### config.mk
export PLATFORM = sky130hd
export DESIGN_NAME = top
export DESIGN_NICKNAME = d
export VERILOG_FILES = /design/src/rtl/apb_pkg.sv /design/src/rtl/fsm_pkg.sv /design/src/rtl/ni_pkg.sv /design/src/rtl/apb_master.sv /design/src/rtl/top.sv
export SDC_FILE = /design/constraint.sdc
export NUM_CORES = 1
export LEC_CHECK = 0
export CAP_MARGIN = 15
export CORE_ASPECT_RATIO = 0.6
export CORE_UTILIZATION = 52
export DETAILED_ROUTE_END_ITERATION = 6
export PLACE_DENSITY = 0.8
export SYNTH_ARGS = -nofsm -noshare
export SYNTH_HDL_FRONTEND = slang
export SYNTH_SLANG_ARGS = --single-unit
### constraint.sdc
create_clock -name clk -period 4.2 [get_ports clk]
set_input_delay 0.42 -clock clk [delete_from_list [all_inputs] [get_ports clk]]
set_output_delay 0.42 -clock clk [all_outputs]
set_load 0.01 [all_outputs]
### src/rtl/apb_pkg.sv
// APB request/response bundles exchanged between the bridge and the slave.
package apb_pkg;

    localparam int APB_W = 16;

    // Signals driven by the bridge toward the APB slave.
    typedef struct packed {
        logic             psel;
        logic             penable;
        logic             pwrite;
        logic [APB_W-1:0] paddr;
        logic [APB_W-1:0] pwdata;
    } apb_req_s;

    // Signals returned by the APB slave.
    typedef struct packed {
        logic             pready;
        logic             pslverr;
        logic [APB_W-1:0] prdata;
    } apb_resp_s;

endpackage

### src/rtl/fsm_pkg.sv
// Bridge control states.
package fsm_pkg;

    // IDLE waits for a head flit, RECV collects the rest of the request,
    // APB_SETUP/APB_ACCESS run the bus transfer, RESP streams the reply.
    typedef enum logic [2:0] {
        IDLE       = 3'd0,
        RECV       = 3'd1,
        APB_SETUP  = 3'd2,
        APB_ACCESS = 3'd3,
        RESP       = 3'd4
    } state_e;

endpackage

### src/rtl/ni_pkg.sv
// Network-interface packet definitions shared by the NoC-to-APB bridge.
package ni_pkg;

    localparam int FLIT_W      = 16;
    localparam int TOTAL_FLITS = 4;
    localparam int CNT_W       = $clog2(TOTAL_FLITS);

    localparam logic [CNT_W-1:0] FIRST_FLIT = CNT_W'(0);
    localparam logic [CNT_W-1:0] BODY0_FLIT = CNT_W'(1);
    localparam logic [CNT_W-1:0] BODY1_FLIT = CNT_W'(2);
    localparam logic [CNT_W-1:0] LAST_FLIT  = CNT_W'(TOTAL_FLITS - 1);

    // Request packet as it arrives from the NoC, head first.
    typedef struct packed {
        logic [FLIT_W-1:0]      head_flit;
        logic [1:0][FLIT_W-1:0] body_flit;
        logic [FLIT_W-1:0]      tail_flit;
    } req_packet_s;

    // Response packet sent back to the requester, head first.
    typedef struct packed {
        logic [FLIT_W-1:0]      head_flit;
        logic [1:0][FLIT_W-1:0] body_flit;
        logic [FLIT_W-1:0]      tail_flit;
    } resp_packet_s;

    // Response head swaps source and destination so the packet routes back
    // to the requester, and reports the slave error flag in bit 6.
    function automatic logic [FLIT_W-1:0] buildRespHead(
        input logic [FLIT_W-1:0] reqHead,
        input logic              slvErr
    );
        buildRespHead = {reqHead[11:8], reqHead[15:12], reqHead[7], slvErr, 6'b000000};
    endfunction

    // Selects which flit of a response packet goes out for a given index.
    function automatic logic [FLIT_W-1:0] pickFlit(
        input resp_packet_s       pkt,
        input logic [CNT_W-1:0]   idx
    );
        case (idx)
            FIRST_FLIT: pickFlit = pkt.head_flit;
            BODY0_FLIT: pickFlit = pkt.body_flit[0];
            BODY1_FLIT: pickFlit = pkt.body_flit[1];
            default:    pickFlit = pkt.tail_flit;
        endcase
    endfunction

endpackage

### src/rtl/apb_master.sv
// APB master: holds address/data/direction for the current transfer,
// drives psel/penable for the setup and access phases, and captures the
// slave's read data and error flag when the transfer completes.
module apb_master
    import apb_pkg::*;
(
    input  logic             i_clk,
    input  logic             i_rst,
    input  logic             i_load,
    input  logic [APB_W-1:0] i_addr,
    input  logic [APB_W-1:0] i_wdata,
    input  logic             i_write,
    input  logic             i_setup,
    input  logic             i_access,
    input  apb_resp_s        i_resp,
    output apb_req_s         o_req,
    output logic             o_done,
    output logic [APB_W-1:0] o_prdata,
    output logic             o_pslverr
);

    logic [APB_W-1:0] r_paddr;
    logic [APB_W-1:0] r_pwdata;
    logic             r_pwrite;
    logic [APB_W-1:0] r_prdata;
    logic             r_pslverr;
    logic             w_done;

    // The transfer ends on the first access-phase edge where the slave is ready;
    // any number of wait states simply keeps the access phase going.
    assign w_done = i_access && i_resp.pready;

    // Address, data and direction are loaded once per transfer so they stay
    // stable through both phases and keep their value between transfers.
    always_ff @(posedge i_clk or posedge i_rst) begin
        if (i_rst) begin
            r_paddr  <= '0;
            r_pwdata <= '0;
            r_pwrite <= 1'b0;
        end else if (i_load) begin
            r_paddr  <= i_addr;
            r_pwdata <= i_wdata;
            r_pwrite <= i_write;
        end
    end

    // Completion snapshot of the slave response, used to build the reply packet.
    always_ff @(posedge i_clk or posedge i_rst) begin
        if (i_rst) begin
            r_prdata  <= '0;
            r_pslverr <= 1'b0;
        end else if (w_done) begin
            r_prdata  <= i_resp.prdata;
            r_pslverr <= i_resp.pslverr;
        end
    end

    // Bus control follows the phase flags directly so a reset drops psel at once.
    always_comb begin
        o_req         = '0;
        o_req.psel    = i_setup || i_access;
        o_req.penable = i_access;
        o_req.pwrite  = r_pwrite;
        o_req.paddr   = r_paddr;
        o_req.pwdata  = r_pwdata;
    end

    assign o_done    = w_done;
    assign o_prdata  = r_prdata;
    assign o_pslverr = r_pslverr;

endmodule

### src/rtl/top.sv
// NoC-to-APB bridge: receives a four-flit request packet, performs one APB
// transfer through apb_master, and returns a four-flit response packet.
module top
    import ni_pkg::*;
    import apb_pkg::*;
    import fsm_pkg::*;
(
    input  logic              clk,
    input  logic              resetn,
    input  logic [FLIT_W-1:0] i_flit,
    input  logic              enable,
    output logic [FLIT_W-1:0] o_flit,
    output logic              ready,
    output logic              valid_out,
    output apb_req_s          apb_req_signals,
    input  apb_resp_s         apb_resp_signals
);

    state_e            r_state;
    state_e            w_nextState;
    logic [CNT_W-1:0]  r_flitCnt;
    req_packet_s       r_req;
    logic              r_outOfReset;

    logic              w_rxPhase;
    logic              w_accept;
    logic              w_tailAccept;
    logic              w_apbDone;
    logic [APB_W-1:0]  w_prdata;
    logic              w_pslverr;
    resp_packet_s      w_resp;

    // Input is only taken while collecting a packet, and never in the very
    // first cycle after reset is released.
    assign w_rxPhase    = (r_state == IDLE) || (r_state == RECV);
    assign ready        = r_outOfReset && w_rxPhase;
    assign w_accept     = enable && ready;
    assign w_tailAccept = w_accept && (r_state == RECV) && (r_flitCnt == LAST_FLIT);

    // Marks the first clock edge after reset so ready is held low during
    // reset and rises on the following cycle.
    always_ff @(posedge clk or posedge resetn) begin
        if (resetn) begin
            r_outOfReset <= 1'b0;
        end else begin
            r_outOfReset <= 1'b1;
        end
    end

    // Bridge state register.
    always_ff @(posedge clk or posedge resetn) begin
        if (resetn) begin
            r_state <= IDLE;
        end else begin
            r_state <= w_nextState;
        end
    end

    // The flit counter indexes incoming flits while receiving and outgoing
    // flits while responding; it wraps to zero after the tail in both cases,
    // so it is already zero whenever a packet starts.
    always_ff @(posedge clk or posedge resetn) begin
        if (resetn) begin
            r_flitCnt <= '0;
            r_req     <= '0;
        end else if (w_accept) begin
            case (r_flitCnt)
                FIRST_FLIT: r_req.head_flit    <= i_flit;
                BODY0_FLIT: r_req.body_flit[0] <= i_flit;
                BODY1_FLIT: r_req.body_flit[1] <= i_flit;
                default:    r_req.tail_flit    <= i_flit;
            endcase
            r_flitCnt <= r_flitCnt + CNT_W'(1);
        end else if (r_state == RESP) begin
            r_flitCnt <= r_flitCnt + CNT_W'(1);
        end
    end

    // Next-state logic plus the response-side outputs, which are quiet
    // outside the response phase.
    always_comb begin
        w_nextState = r_state;
        valid_out   = 1'b0;
        o_flit      = '0;
        case (r_state)
            IDLE: begin
                if (w_accept) begin
                    w_nextState = RECV;
                end
            end
            RECV: begin
                if (w_tailAccept) begin
                    w_nextState = APB_SETUP;
                end
            end
            APB_SETUP: begin
                w_nextState = APB_ACCESS;
            end
            APB_ACCESS: begin
                if (w_apbDone) begin
                    w_nextState = RESP;
                end
            end
            RESP: begin
                valid_out = 1'b1;
                o_flit    = pickFlit(w_resp, r_flitCnt);
                if (r_flitCnt == LAST_FLIT) begin
                    w_nextState = IDLE;
                end
            end
            default: begin
                w_nextState = IDLE;
            end
        endcase
    end

    // Response packet assembled from the captured request and APB result;
    // writes return zero data whatever the slave put on prdata.
    always_comb begin
        w_resp              = '0;
        w_resp.head_flit    = buildRespHead(r_req.head_flit, w_pslverr);
        w_resp.body_flit[0] = r_req.body_flit[0];
        w_resp.body_flit[1] = r_req.head_flit[7] ? '0 : w_prdata;
        w_resp.tail_flit    = r_req.tail_flit;
    end

    apb_master u_apb_master (
        .i_clk     (clk),
        .i_rst     (resetn),
        .i_load    (w_tailAccept),
        .i_addr    (r_req.body_flit[0]),
        .i_wdata   (r_req.body_flit[1]),
        .i_write   (r_req.head_flit[7]),
        .i_setup   (r_state == APB_SETUP),
        .i_access  (r_state == APB_ACCESS),
        .i_resp    (apb_resp_signals),
        .o_req     (apb_req_signals),
        .o_done    (w_apbDone),
        .o_prdata  (w_prdata),
        .o_pslverr (w_pslverr)
    );

endmodule

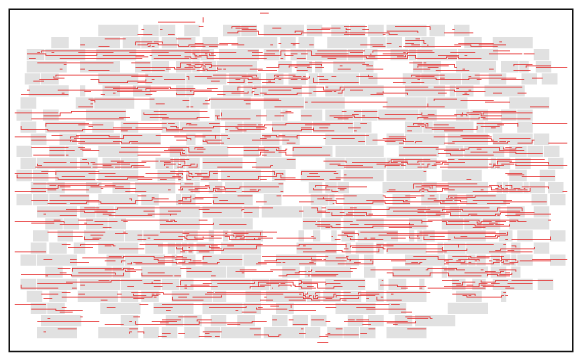
**Above:** M1 wires.
longest straight run = 51.1 microns
main direction = horizontal
aggregate routed wire length: 11.1 mm
overall via count from detail_route: 3199
met1 capacity usage during global routing: 35.5%

==> results_tabular.tex <==
% Generated from flow reports
\begin{tabular}{lr}
\hline
Metric & Value \\
\hline
\multicolumn{2}{l}{\textbf{Outcome}} \\
Status & complete, no violations \\
\multicolumn{2}{l}{\textbf{STA}} \\
Setup repair after global routing missed its margin & no \\
Worst hold slack & 0.493 ns \\
Highest achievable clock rate & 300 MHz \\
Rel. slew slack & 33.2\% \\
Clock tree skew after final layout & 0.00726 ns \\
Worst Max-Slew Pin Slew & 0.998 ns \\
Share of the cycle needed by the critical path after routing & 79.3\% \\
Slew Limit Fails & 0 \\
Shortest period the worst path allows & 3.33 ns \\
\# setup viols final & 0 \\
Aggregate negative setup slack & 0 ns \\
Worst Slack Setup Final & 0.869 ns \\
\multicolumn{2}{l}{\textbf{Synthesis}} \\
Portion of the post-synthesis area used by sequential elements & 58.5\% \\
Area of the mapped netlist & 4830 sq um \\
Average size of a mapped cell & 14.5 sq um \\
Area fraction in full adders, half adders and majority gates & 1.04\% \\
Cell with the most instances after synthesis & sky130\_fd\_sc\_hd\_\_dfrtp\_1 \\
Multiplexer area fraction after synthesis & 25.2\% \\
Top cells by area & sky130\_fd\_sc\_hd\_\_dfrtp\_1, sky130\_fd\_sc\_hd\_\_mux2\_2, sky130\_fd\_sc\_hd\_\_a221oi\_1 \\
Area fraction in and, or, nand and nor cells after synthesis & 5.82\% \\
Commonest cells in the synthesized netlist & sky130\_fd\_sc\_hd\_\_dfrtp\_1, sky130\_fd\_sc\_hd\_\_mux2\_2, sky130\_fd\_sc\_hd\_\_a221oi\_1 \\
Synthesized-area fraction occupied by xor and xnor cells & 0.181\% \\
Yosys synthesis chip area & 4830 sq um \\
Yosys warning count & 0 \\
Leading area contributor after synthesis & sky130\_fd\_sc\_hd\_\_dfrtp\_1 \\
\multicolumn{2}{l}{\textbf{Detailed routing}} \\
Met3 layer wire length in the routed design & 595 microns \\
Routed Antenna Nets & 0 \\
Met2 WL post-DR & 5.00 mm \\
Number of remaining DRC errors & 0 \\
Top routing layer used & met4 \\
Detail-routed net length per standard cell & 20.0 microns \\
\multicolumn{2}{l}{\textbf{Worst setup path}} \\
Crit path max fanout & 17 \\
Kind of capture point of the worst setup path & output pin \\
Worst Path Buf+Inv & 2 \\
Arrival @ worst endpoint & 2.91 ns \\
Startpoint class of the critical path & register \\
Crit-path leading delay family & buffers and inverters \\
Data required time at the worst endpoint & 3.78 ns \\
CP cell instances & inv\_1, ha\_1, a221oi\_1, a221oi\_1, clkdlybuf4s50\_1 \\
Worst R2R Setup Slack & 1.59 ns \\
Critical-path cell with the highest stage delay & sky130\_fd\_sc\_hd\_\_ha\_1 \\
Stage delay of the slowest cell on the critical path & 0.72 ns \\
\multicolumn{2}{l}{\textbf{Hold path}} \\
Origin of the worst min-delay path & r\_req[45] \\
\multicolumn{2}{l}{\textbf{Die}} \\
Top-level I/O count & 90 \\
Vertical die dimension & 76.7 microns \\
Horizontal die dimension & 126 microns \\
Full die area & 9700 sq um \\
Placeable Area & 8750 sq um \\
\multicolumn{2}{l}{\textbf{Cells and area}} \\
Layout Cell Area excl Fill & 6330 sq um \\
Most common cell after layout, fill and taps aside & sky130\_fd\_sc\_hd\_\_dfrtp\_1 \\
Post-route core utilization & 72.4\% \\
Area growth from synthesis to layout & 31.0\% \\
Non-filler cells in the finished layout & 552 \\
\multicolumn{2}{l}{\textbf{Clock tree}} \\
Max Root-Sink Buffers & 2 \\
Latency at later pin & 0.40 ns \\
Cell at the root of the clock tree & sky130\_fd\_sc\_hd\_\_clkbuf\_16 \\
Post-cts sizing count & 0 \\
CTS clock-pin slew for the worst setup and hold paths & 0.05 ns \\
Cts bufs inserted & 17 \\
\multicolumn{2}{l}{\textbf{Power and ir drop}} \\
Logic pwr share & 32.7\% \\
Internal power consumption & 3450 uW \\
Share of total power in the clock network & 27.4\% \\
Sequential cell power & 1960 uW \\
Sequential fraction of design power & 39.9\% \\
Worst vdd ir & 0.000437 V \\
Clock distribution power & 1350 uW \\
\multicolumn{2}{l}{\textbf{Global route}} \\
Maximum number of pins on one net before global-route repair & 66 \\
GRT met3 Usage & 7.96\% \\
Routing layer with the top usage in global route & met2 \\
Congestion Overflow GR & 0 \\
Vias in the first global route & 3346 \\
Global-route wire length before repair & 18.0 mm \\
GRT Total Usage & 25.2\% \\
\multicolumn{2}{l}{\textbf{Placed design}} \\
Input/output buffers & 89 \\
Cell Area, Placed & 5770 sq um \\
Final GP Congestion & 0.764 \\
\multicolumn{2}{l}{\textbf{Flow run}} \\
Count of warning messages emitted by the tools & 29 \\
\hline
\end{tabular}
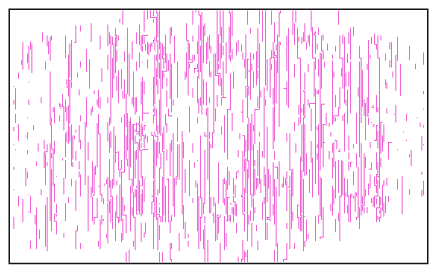
**Above:** met2 routing.
main direction = vertical
share of all routed wire = 45%

## registers in the layout, summed over array words and instances, names as in the netlist
name,count
r_req,57
u_apb_master.o_prdata,16
u_apb_master.r_paddr,16
u_apb_master.r_pwdata,16
r_state,3
r_flitCnt,2
r_outOfReset,1
u_apb_master.o_pslverr,1
u_apb_master.r_pwrite,1
## path summary, 6_finish.rpt
kind / end / depth (start not counted)
min in group asynchronous: u_apb_master.o_prdata[2] / 2
max: o_flit[9] / 5
min: u_apb_master.r_pwdata[13] / 1
max in group asynchronous: r_req[23] / 3
max reg2reg: r_req[13] / 5
min reg2reg: u_apb_master.r_pwdata[13] / 1
## area by class of cell
class	count	area, sq um
inverter	14	55.1
sequential	113	2830
clock buffer	27	513
multi-input combinational	186	1810
timing repair buffer	95	936
clock inverter	5	50.0
fill	562	2420
tap	112	140
No activity file was given, so power comes from the tool's default toggle rates.
